==> config.mk <==
export PLATFORM = sky130hd
export DESIGN_NAME = spi_master_seq_flat
export DESIGN_NICKNAME = d
export VERILOG_FILES = /design/src/rtl/spi_master_seq_pkg.sv /design/src/rtl/spi_master_seq_if.sv /design/src/rtl/spi_frame_shifter.sv /design/src/rtl/spi_master_seq.sv /design/src/flat_wrapper.sv
export SDC_FILE = /design/constraint.sdc
export NUM_CORES = 1
export LEC_CHECK = 0
export CAP_MARGIN = 25
export CORE_UTILIZATION = 58
export DETAILED_ROUTE_END_ITERATION = 7
export PLACE_DENSITY = 0.87
export RECOVER_POWER = 25
export SLEW_MARGIN = 30
export SYNTH_ARGS = -nofsm -noshare
export SYNTH_HDL_FRONTEND = slang
export SYNTH_HIERARCHICAL = 1
export SYNTH_SLANG_ARGS = --single-unit
==> constraint.sdc <==
create_clock -name clk -period 4.9 [get_ports clk]
set_input_delay 0.98 -clock clk [delete_from_list [all_inputs] [get_ports clk]]
set_output_delay 0.98 -clock clk [all_outputs]
set_load 0.1 [all_outputs]
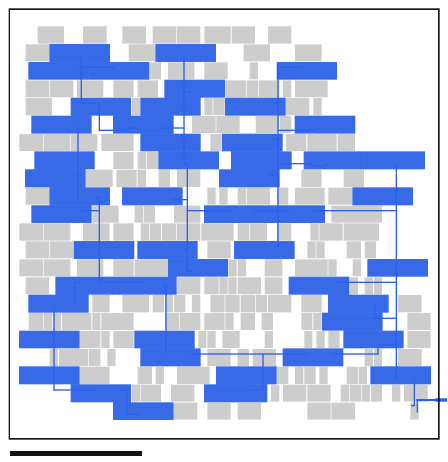
(run_1/port_nets.png)
The bar under the picture is 20 um long.
blue -> rst_n  # direction input, edge east, end cells 49, buffers 1, wire 307 um
num ports: 33
port buffer count: 32

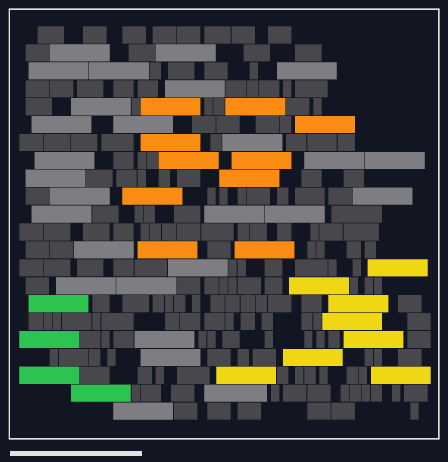
(run_1/registers.png)
The bar under the picture is 20 um long. Other sequential cells in the stronger gray, the rest of the logic in the fainter gray.
orange -> u_core/u_shift/sr  # sequential cells 10
yellow -> u_core/bus.rsp_rdata  # sequential cells 8, where south-east
green -> u_core/wcnt  # sequential cells 4, where south-west
not colored = 27
Reg area: 1230 um^2
Seq area share: 45.2%
fin util: 72.5%
seq pwr: 0.000632 W

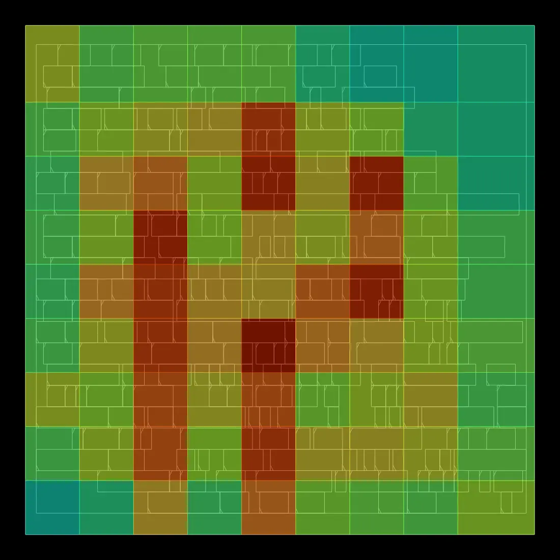
(run_1/final_congestion.png)
GRT met3 Usage: 5.11%
GR peak layer: met2
met1 Resource Use GR: 28.3%

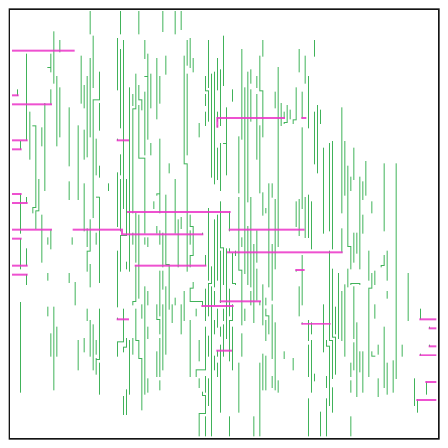
(run_1/metal_stack.png)
Only two layers are drawn.
green -> met2  # wire length 2,020 um
magenta -> met3  # wire length 151 um
post-DR wirelength/cell: 14.7 um
Routed WL: 4170 um
Total GRT Usage: 22.5%
via count: 1,564

==> run_results.csv, run 1 <==
group,metric,value,unit
run_status,status,"complete, but fails checks",
run_status,violations,"capacitance limit, slew limit",
final_timing,drv_slew,50,
cells_and_area,multiInputGateArea,986,um^2
drt,dr_wl_met3,150,um
final_timing,finalWorstSetupSlack,1.48,ns
clocking,cts_resized,0,
die,dieWidth,65,um
job,cap_viol_max_count,1,
drt,topRoutingLayerUsed,"met4",
placed_design,place.gp.congestion,0.991,
hold_path,whs_path_depth,2,
cells_and_area,comb-cell-share,36.3,%
pwr,p_leak,1.22,nW
cells_and_area,drive_gt1_share,15.7,%
synth,synth-main-ff-cell,"dfrtp_1",
placed_design,placed_cells,276,
cells_and_area,inverters,5,
cells_and_area,non_clock_buffer_count,34,
synth,yosysCellCount,202,
pwr,power_density,638,nW/um^2
synth,netlist_instances,202,
placed_design,placed_cell_area,2630,um^2
global_routing,antenna_found_initial,0,
clocking,clkLatencyLatePin,0.31,ns
drt,postRouteAntennaNets,0,
clocking,cts_tree,"done",
clocking,clk_transition_reported_paths,0.09,ns
final_timing,tns,0,ns
global_routing,grtUsageMet2,35.8,%
global_routing,grt_max_degree,50,
cells_and_area,instances_no_fill,284,
synth,seq_area_frac_synth,53.3,%
cells_and_area,layout.nonclk_buf_share,12.1,%
synth,avgSynthCellArea,11.4,um^2
final_timing,setup_viol,0,
drt,drc,0,
==> run 1: logic make-up after synthesis <==
group	share of synthesized area, %
buf+inv	3.86
compound gates	11.2
mux	13.3
fa+ha+maj	2.72
simple gates	14.5
xor+xnor	1.14
flops	53.3
==> run 1: worst max-delay path, stage by stage (launching register included) <==
cell and delay, ns:
dfrtp_1 0.47, or2b_1 0.32, nor3_1 0.19, clkdlybuf4s50_1 1.15
==> run 1: where the power goes <==
part / total [W] / switching [W] / leakage (nW) / internal [W]
registers: 0.000632 / 0.000104 / 0.619 / 0.000528
clock network: 0.000247 / 0.000143 / 0.0452 / 0.000104
logic: 0.000853 / 0.000573 / 0.554 / 0.000280
==> run_1/met1.png <==
The bar under the picture is 20 um long. Supply wires on this layer in gray.
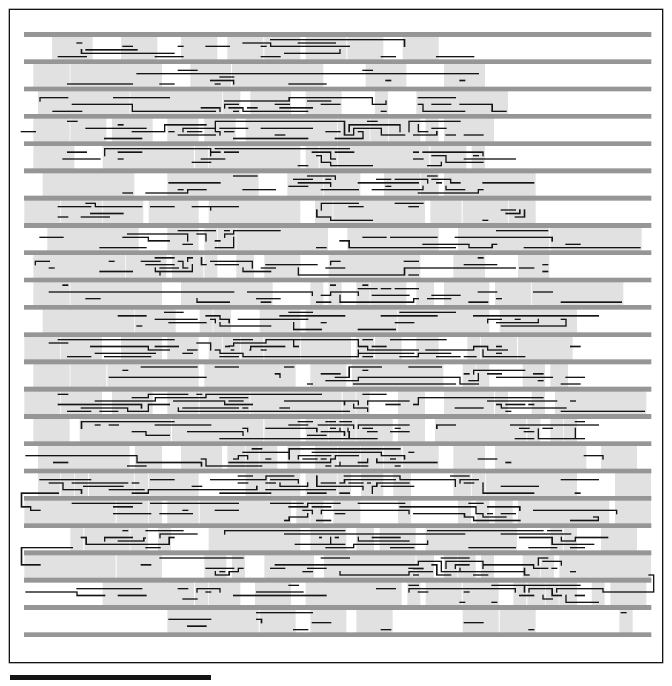

==> run 1 -> run 2 <==
- CORE_UTILIZATION: 58 -> 48
- PLACE_DENSITY: 0.87 -> 0.78
- clock period: 4.9 -> 2.9 ns (I/O delays scaled with it)
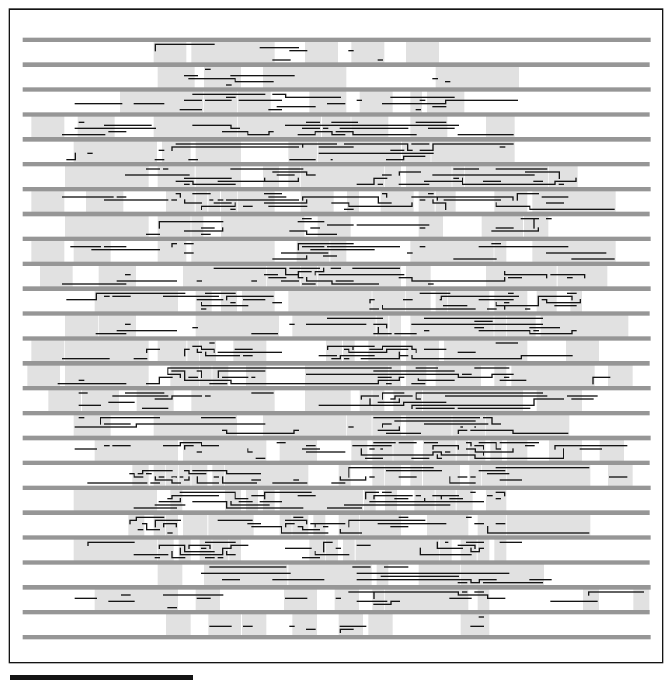
(run_2/met1.png)
The bar under the picture is 20 um long. Supply wires on this layer in gray.
main direction = horizontal
wire length on this layer = 1,870 um
share of all routed wire = 47%
nets with wire on the layer = 225
longest straight run = 24.4 um
via count: 1,585
Routed WL: 3980 um

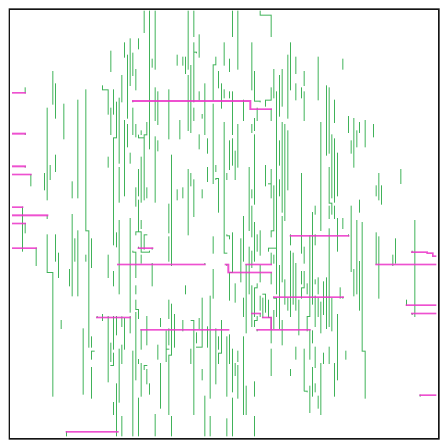
(run_2/metal_stack.png)
Only two layers are drawn.
magenta -> met3  # wire length 166 um
green -> met2  # wire length 1,880 um
Total GRT Usage: 18.0%
post-DR wirelength/cell: 13.8 um

==> run 2 against run 1 <==
Net effect: the run ends with DRC left; first-iteration DRC count is 20% higher; count of clock-buffer cells in the layout is 1 higher; non-clock buffer count is 1 higher; worst hold slack better by 0.0027 ns; sequential power is 69% higher; cell area is 0.46% higher; synthesized cell count stayed put; cell count is 1.8% higher; synthesized area stayed put; routed wire length is 4.7% lower.
==> run_results.csv, run 2 <==
group,metric,value,unit
cells_and_area,synthToLayoutAreaGrowth,18.5,%
drt,topRoutingLayerUsed,"met4",
cells_and_area,utilization,61.0,%
global_routing,grtUsageMet3,4.36,%
drt,postRouteAntennaNets,0,
global_routing,use_met1,24.0,%
clocking,cts_tree,"done",
placed_design,placed_cells,281,
global_routing,antenna_found_initial,0,
synth,synth-main-ff-cell,"dfrtp_1",
run_status,status,"complete, but fails checks",
placed_design,placed_cell_area,2610,um^2
job,cap_viol_max_count,0,
critical_path,crit_chain,"or2b_1 -> nor3_2 -> buf_4",
placed_design,portBuffers,32,
pwr,power_frac_seq,35.8,%
placed_design,place.gp.congestion,0.931,
pwr,swShare,45.8,%
synth,yosysCellCount,202,
pwr,p_sw,0.00137,W
final_timing,fmax,0.460,GHz
drt,dr_wl_met3,165,um
final_timing,tns,0,ns
synth,netlist_instances,202,
die,io_pins,33,
final_timing,setup_viol,0,
clocking,clk_transition_reported_paths,0.09,ns
pwr,seq_cell_power,0.00107,W
pwr,comb-power,0.00141,W
synth,ys_async_sr_fraction,100,%
critical_path,crit_family,"simple AND/OR/NAND/NOR gates",
pwr,p_leak,1.26,nW
clocking,clkLatencyLatePin,0.31,ns
die,dieWidth,71.3,um
global_routing,grt_busiest_layer,"met2",
final_timing,timing.hold.ws,0.518,ns
clocking,cts_resized,0,
critical_path,cp.depth,3,
final_timing,drv_slew,0,
pwr,power_leader,"combinational cells",
synth,seq_area_frac_synth,53.3,%
critical_path,cpMaxStageDelayCell,"dfrtp_1",
critical_path,crit_path_max_incr_delay,0.49,ns
run_status,violations,"DRC",
cells_and_area,drive_gt1_share,21.9,%
pwr,power_density,1090,nW/um^2
synth,avgSynthCellArea,11.4,um^2
drt,drc,1,
pwr,clk-power,0.000506,W
pwr,clockPowerShare,17.0,%
pwr,p_comb_share,47.2,%
global_routing,grt_max_degree,50,
==> run 2: cell counts after synthesis <==
No cell type changed its count.
==> run 2: area by class of cell <==
| class | instances | area [um^2] | area share [%] |
|---|---|---|---|
| Clock buffer | 6 | 82.6 | 3.03 |
| Clock inverter | 2 | 37.5 | 1.38 |
| Inverter | 5 | 18.8 | 0.688 |
| Multi-Input combinational cell | 140 | 991 | 36.3 |
| Sequential cell | 49 | 1230 | 45.0 |
| Tap cell | 52 | 65.1 | 2.39 |
| Timing Repair Buffer | 35 | 305 | 11.2 |
==> run 2: logic make-up after synthesis <==
logic type,after synthesis,share of synthesized area [%]
xor gates and xnor gates,3,1.14
AOI/OAI and AO/OA,38,11.2
DFF,49,53.3
muxes,28,13.3
buffers and inverters,13,3.86
and+or+nand+nor,66,14.5
adders and majority gates,5,2.72
Power is estimated from default activity; no workload was simulated.
